## src/rtl/mipsdefs_pkg.sv

```systemverilog
// Shared definitions for the multi-cycle MIPS control path: opcodes, FSM states, mux encodings.
// The MIPSCTRL_BNE_EN macro adds the bne branch strobe to the control word.
package mipsdefs;

  localparam int unsigned ST_W = 4;

  localparam logic [5:0] OP_RTYPE = 6'b000000;
  localparam logic [5:0] OP_LW    = 6'b100011;
  localparam logic [5:0] OP_SW    = 6'b101011;
  localparam logic [5:0] OP_BEQ   = 6'b000100;
  localparam logic [5:0] OP_BNE   = 6'b000101;
  localparam logic [5:0] OP_J     = 6'b000010;
  localparam logic [5:0] OP_ADDI  = 6'b001000;

  typedef enum logic [ST_W-1:0] {
    S_FETCH    = 4'd0,
    S_DECODE   = 4'd1,
    S_MEMADR   = 4'd2,
    S_MEMRD    = 4'd3,
    S_MEMWB    = 4'd4,
    S_MEMWR    = 4'd5,
    S_EXEC     = 4'd6,
    S_ALUWB    = 4'd7,
    S_BRANCH   = 4'd8,
    S_JUMP     = 4'd9,
    S_ADDIEX   = 4'd10,
    S_ADDIWB   = 4'd11,
    S_HALT     = 4'd12,
    S_BRANCHNE = 4'd13
  } state_t;

  typedef enum logic [1:0] {
    ALU_ADD   = 2'b00,
    ALU_SUB   = 2'b01,
    ALU_FUNCT = 2'b10
  } aluop_t;

  typedef enum logic [1:0] {
    SRCB_RT    = 2'b00,
    SRCB_FOUR  = 2'b01,
    SRCB_IMM   = 2'b10,
    SRCB_IMMSH = 2'b11
  } alusrcb_t;

  typedef enum logic [1:0] {
    PC_ALU    = 2'b00,
    PC_ALUOUT = 2'b01,
    PC_JUMP   = 2'b10
  } pcsrc_t;

  typedef struct packed {
    logic     pcwrite;
    logic     pcwritecond;
`ifdef MIPSCTRL_BNE_EN
    logic     pcwritecondne;
`endif
    logic     iord;
    logic     memread;
    logic     memwrite;
    logic     irwrite;
    logic     memtoreg;
    logic     regdst;
    logic     regwrite;
    logic     alusrca;
    alusrcb_t alusrcb;
    aluop_t   aluop;
    pcsrc_t   pcsrc;
    logic     fin;
  } ctrl_t;

endpackage

```

## src/rtl/mipsctrl_outdec.sv

```systemverilog
// State -> control-word decoder for the multi-cycle MIPS controller (combinational).
// Optional macro MIPSCTRL_BNE_EN decodes the BRANCHNE state.
module mipsctrl_outdec
  import mipsdefs::*;
(
  input  state_t state,
  input  logic   memready,
  output ctrl_t  ctrl
);

  always_comb begin
    ctrl = '0;
    case (state)
      S_FETCH: begin
        ctrl.memread = 1'b1;
        ctrl.alusrcb = SRCB_FOUR;
        // IR and PC load only on the cycle the fetch read completes
        ctrl.irwrite = memready;
        ctrl.pcwrite = memready;
      end
      S_DECODE: ctrl.alusrcb = SRCB_IMMSH;
      S_MEMADR: begin
        ctrl.alusrca = 1'b1;
        ctrl.alusrcb = SRCB_IMM;
      end
      S_MEMRD: begin
        ctrl.memread = 1'b1;
        ctrl.iord    = 1'b1;
      end
      S_MEMWB: begin
        ctrl.regwrite = 1'b1;
        ctrl.memtoreg = 1'b1;
      end
      S_MEMWR: begin
        ctrl.memwrite = 1'b1;
        ctrl.iord     = 1'b1;
      end
      S_EXEC: begin
        ctrl.alusrca = 1'b1;
        ctrl.aluop   = ALU_FUNCT;
      end
      S_ALUWB: begin
        ctrl.regwrite = 1'b1;
        ctrl.regdst   = 1'b1;
      end
      S_BRANCH: begin
        ctrl.alusrca     = 1'b1;
        ctrl.aluop       = ALU_SUB;
        ctrl.pcwritecond = 1'b1;
        ctrl.pcsrc       = PC_ALUOUT;
      end
`ifdef MIPSCTRL_BNE_EN
      S_BRANCHNE: begin
        ctrl.alusrca       = 1'b1;
        ctrl.aluop         = ALU_SUB;
        ctrl.pcwritecondne = 1'b1;
        ctrl.pcsrc         = PC_ALUOUT;
      end
`endif
      S_JUMP: begin
        ctrl.pcwrite = 1'b1;
        ctrl.pcsrc   = PC_JUMP;
      end
      S_ADDIEX: begin
        ctrl.alusrca = 1'b1;
        ctrl.alusrcb = SRCB_IMM;
      end
      S_ADDIWB: ctrl.regwrite = 1'b1;
      S_HALT:   ctrl.fin      = 1'b1;
      default:  ;
    endcase
  end

endmodule

```

## src/rtl/mipsmulticlk_ctrl.sv

```systemverilog
// Main control FSM of the multi-cycle MIPS datapath; outputs decoded from the state register.
// Optional macro MIPSCTRL_BNE_EN adds the pcwritecondne port and bne decoding.
module mipsmulticlk_ctrl
  import mipsdefs::*;
#(
  parameter logic [5:0]  HALT_OP = 6'b111111,
  parameter int unsigned STATE_W = 4
) (
  input  logic       clk,
  input  logic       pcclr,
  input  logic [5:0] opcode,
  input  logic       memready,
  output logic       pcwrite,
  output logic       pcwritecond,
  output logic       iord,
  output logic       memread,
  output logic       memwrite,
  output logic       irwrite,
  output logic       memtoreg,
  output logic       regdst,
  output logic       regwrite,
  output logic       alusrca,
  output logic [1:0] alusrcb,
  output logic [1:0] aluop,
  output logic [1:0] pcsrc,
`ifdef MIPSCTRL_BNE_EN
  output logic       pcwritecondne,
`endif
  output logic       fin
);

  logic [STATE_W-1:0] state_q;
  state_t             state;
  ctrl_t              ctrl;

  assign state = state_t'(state_q);

  function automatic state_t dispatch(input logic [5:0] op);
    state_t nxt;
    nxt = S_FETCH;
    if (op == HALT_OP) begin
      nxt = S_HALT;
    end else begin
      case (op)
        OP_LW, OP_SW: nxt = S_MEMADR;
        OP_RTYPE:     nxt = S_EXEC;
        OP_BEQ:       nxt = S_BRANCH;
`ifdef MIPSCTRL_BNE_EN
        OP_BNE:       nxt = S_BRANCHNE;
`endif
        OP_J:         nxt = S_JUMP;
        OP_ADDI:      nxt = S_ADDIEX;
        default:      nxt = S_FETCH;
      endcase
    end
    return nxt;
  endfunction

  always_ff @(posedge clk or negedge pcclr) begin
    if (!pcclr) begin
      state_q <= STATE_W'(S_FETCH);
    end else begin
      case (state)
        S_FETCH:  if (memready) state_q <= STATE_W'(S_DECODE);
        S_DECODE: state_q <= STATE_W'(dispatch(opcode));
        // IR still holds the opcode here, so lw/sw split one state late
        S_MEMADR: state_q <= (opcode == OP_SW) ? STATE_W'(S_MEMWR) : STATE_W'(S_MEMRD);
        S_MEMRD:  if (memready) state_q <= STATE_W'(S_MEMWB);
        S_MEMWR:  if (memready) state_q <= STATE_W'(S_FETCH);
        S_EXEC:   state_q <= STATE_W'(S_ALUWB);
        S_ADDIEX: state_q <= STATE_W'(S_ADDIWB);
        S_HALT:   state_q <= STATE_W'(S_HALT);
        default:  state_q <= STATE_W'(S_FETCH);
      endcase
    end
  end

  mipsctrl_outdec u_outdec (
    .state    (state),
    .memready (memready),
    .ctrl     (ctrl)
  );

  assign pcwrite     = ctrl.pcwrite;
  assign pcwritecond = ctrl.pcwritecond;
  assign iord        = ctrl.iord;
  assign memread     = ctrl.memread;
  assign memwrite    = ctrl.memwrite;
  assign irwrite     = ctrl.irwrite;
  assign memtoreg    = ctrl.memtoreg;
  assign regdst      = ctrl.regdst;
  assign regwrite    = ctrl.regwrite;
  assign alusrca     = ctrl.alusrca;
  assign alusrcb     = ctrl.alusrcb;
  assign aluop       = ctrl.aluop;
  assign pcsrc       = ctrl.pcsrc;
`ifdef MIPSCTRL_BNE_EN
  assign pcwritecondne = ctrl.pcwritecondne;
`endif
  assign fin         = ctrl.fin;

endmodule

```

## config.mk

```make
export PLATFORM = sky130hd
export DESIGN_NAME = mipsmulticlk_ctrl
export DESIGN_NICKNAME = d
export VERILOG_FILES = /design/src/rtl/mipsdefs_pkg.sv /design/src/rtl/mipsctrl_outdec.sv /design/src/rtl/mipsmulticlk_ctrl.sv
export SDC_FILE = /design/constraint.sdc
export NUM_CORES = 1
export LEC_CHECK = 0
export CORE_AREA = 2 2 39 41
export DETAILED_ROUTE_END_ITERATION = 12
export DIE_AREA = 0 0 41 43
export PLACE_DENSITY = 0.81
export SLEW_MARGIN = 20
export SYNTH_ARGS = -nofsm -noshare
export SYNTH_HDL_FRONTEND = slang
export SYNTH_SLANG_ARGS = --single-unit
```

## constraint.sdc

```tcl
create_clock -name clk -period 3.8 [get_ports clk]
set_input_delay 0.95 -clock clk [delete_from_list [all_inputs] [get_ports clk]]
set_output_delay 0.95 -clock clk [all_outputs]
set_load 0.02 [all_outputs]
```

==> results.txt <==
Worst-path fanout max: 6
Largest net degree at the start of global routing: 18
Root Buffer: clkbuf_4
Type of destination of the critical path: output pin
Aggregate global-route resource usage: 0.187
Vias per cell: 5.50
Yosys cell count: 76
Final setup viols: 0
XORs/XNORs by Area: 0.0500
And+or+nand+nor area frac: 0.455
Synth cell count leaders: nor2_1 (9), nor3_1 (8), nand2_1 (7)
Avg Synthesized Cell Area: 6.91 um2
Fin Clk Skew: 0.0137 ns
WP data required: 2.85 ns
Clk buf depth: 2
M1 GR Usage: 0.245
Area fraction in compound gates: 0.198
Fin. max-slew vios: 0
Tool warnings: 26
Total power: 0.471 mW
Run status: completed
Mapped Area: 526 um2
Latency at later pin: 0.25 ns
Leading area contributor after synthesis: dfrtp_1
HP Class: flip-flop to flip-flop
Top Family by Delay on Critical Path: buffers and inverters
Comb pwr share: 0.644
Max FFs per register: 4
Fmax: 291 MHz
Core ar.: 0.00138 mm2
WP data arrival: 2.48 ns
Max cap viols: 0
Psw: 0.224 mW
Multiplexer share: 0.0190
Post-CTS Setup Inserts: 0
Drt first-iter violations: 5
Number of synthesized flops with an enable pin: 0
Worst-path cell chain: clkdlybuf4s50_1, nand2_1, nor3_1, or2_2, clkdlybuf4s50_1
Via count: 622
Int Pwr: 0.247 mW
Bufs and invs on worst path: 2
Post-cts resize count: 0
Busiest grt layer: met2
CTS tree: yes
GP Congestion: 0.793
final cells by class:
class | instances | area (um2)
Clock buffer | 3 | 22.5
Fill cell | 144 | 604
Inverter | 2 | 7.51
Multi-Input combinational cell | 63 | 379
Sequential cell | 4 | 100
Tap cell | 16 | 20.0
Timing Repair Buffer | 25 | 250
per-layer routing:
layer,vias to the layer above,wire [um]
met4,0,23
met1,266,615
met2,25,678
met3,2,69
met5,-,0
li1,329,-
path summary, 6_finish.rpt:
path	startpoint	endpoint	slack, ns	cells after the start
min in group asynchronous	pcclr	state[1]	0.89	1
min	state[2]	state[2]	0.78	2
max in group asynchronous	pcclr	state[3]	2.73	1
max reg2reg	state[1]	state[2]	1.97	3
min reg2reg	state[2]	state[2]	0.78	2
max	memready	pcwrite	0.37	5
per-stage QoR:
step           cells  worst slack (ns)  hold slack [ns]
3_3_place_gp     110             0.399            0.787
4_1_cts          113             0.372            0.763
6_report         113             0.369            0.775
3_5_place_dp     110             0.376            0.757
5_1_grt          113             0.263            0.855
2_1_floorplan     76              1.09            0.596
cells in the final DEF (no fill, tap or decap), types with 2 or more instances in the layout:
cell type,synthesis,final
clkdlybuf4s50_1,0,25
nor2_1,9,9
nor3_1,8,8
nand2_1,7,7
dfrtp_1,4,4
nand2b_1,3,3
a21oi_1,3,3
nor4_1,3,3
clkbuf_4,0,3
inv_1,2,2
or2_2,2,2
and3_1,2,2
xnor2_1,2,2
nand4_1,2,2
or4_1,2,2
a22oi_1,2,2
nand3_1,2,2
o32ai_1,2,2
power by group through the flow:
stage	Sequential, mW	Combinational [mW]	Clock (mW)
2_1_floorplan	0.0608	0.242	0
3_3_place_gp	0.108	0.301	0
3_5_place_dp	0.109	0.305	0
4_1_cts	0.109	0.306	0.0595
5_1_grt	0.117	0.330	0.0640
6_report	0.109	0.303	0.0585
==> images/m2.png <==
Scale: 8 px per um. Cells faint in the background.
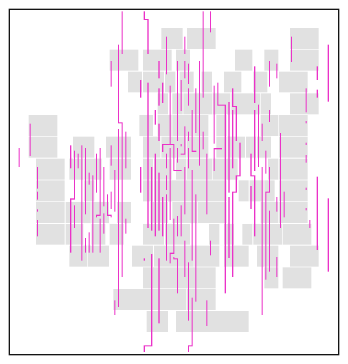
The layer carries 678 um of wire. The wires run mostly vertical.

==> images/placed.png <==
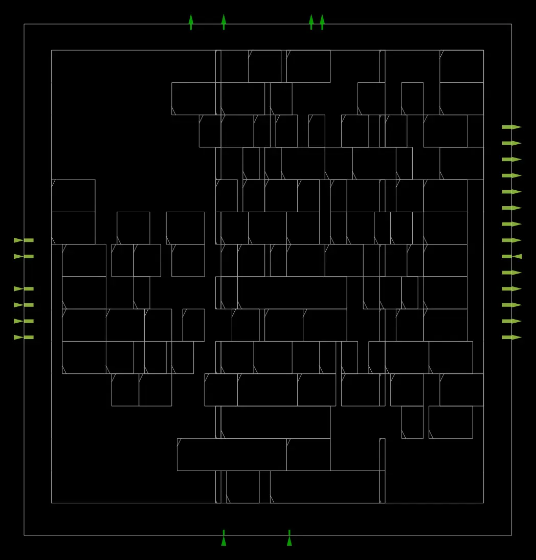
Site Rows: 14
Non-Filler Instances: 113
Seq area share: 0.128

==> images/layers.png <==
Scale: 8 px per um. Two of the layers only.
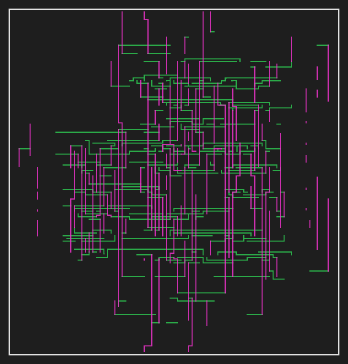
M2: shown in magenta, wire length 678 um. M1: shown in green, wire length 616 um.

==> images/floorplan.png <==
Scale: 12 px per um. Pins as bars on the die edge. Tap cells in gray.
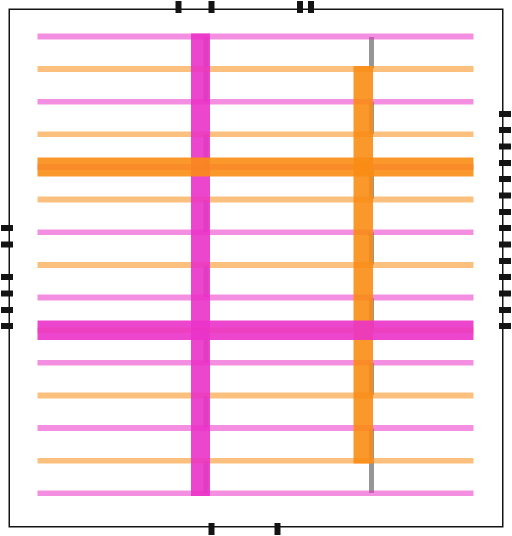
VDD: shown in orange. VSS: shown in magenta.
The core has 14 rows. 16 tap cells. 26 signal pins sit on the boundary. 2 straps on met4.

No activity file was given, so power comes from the tool's default toggle rates.
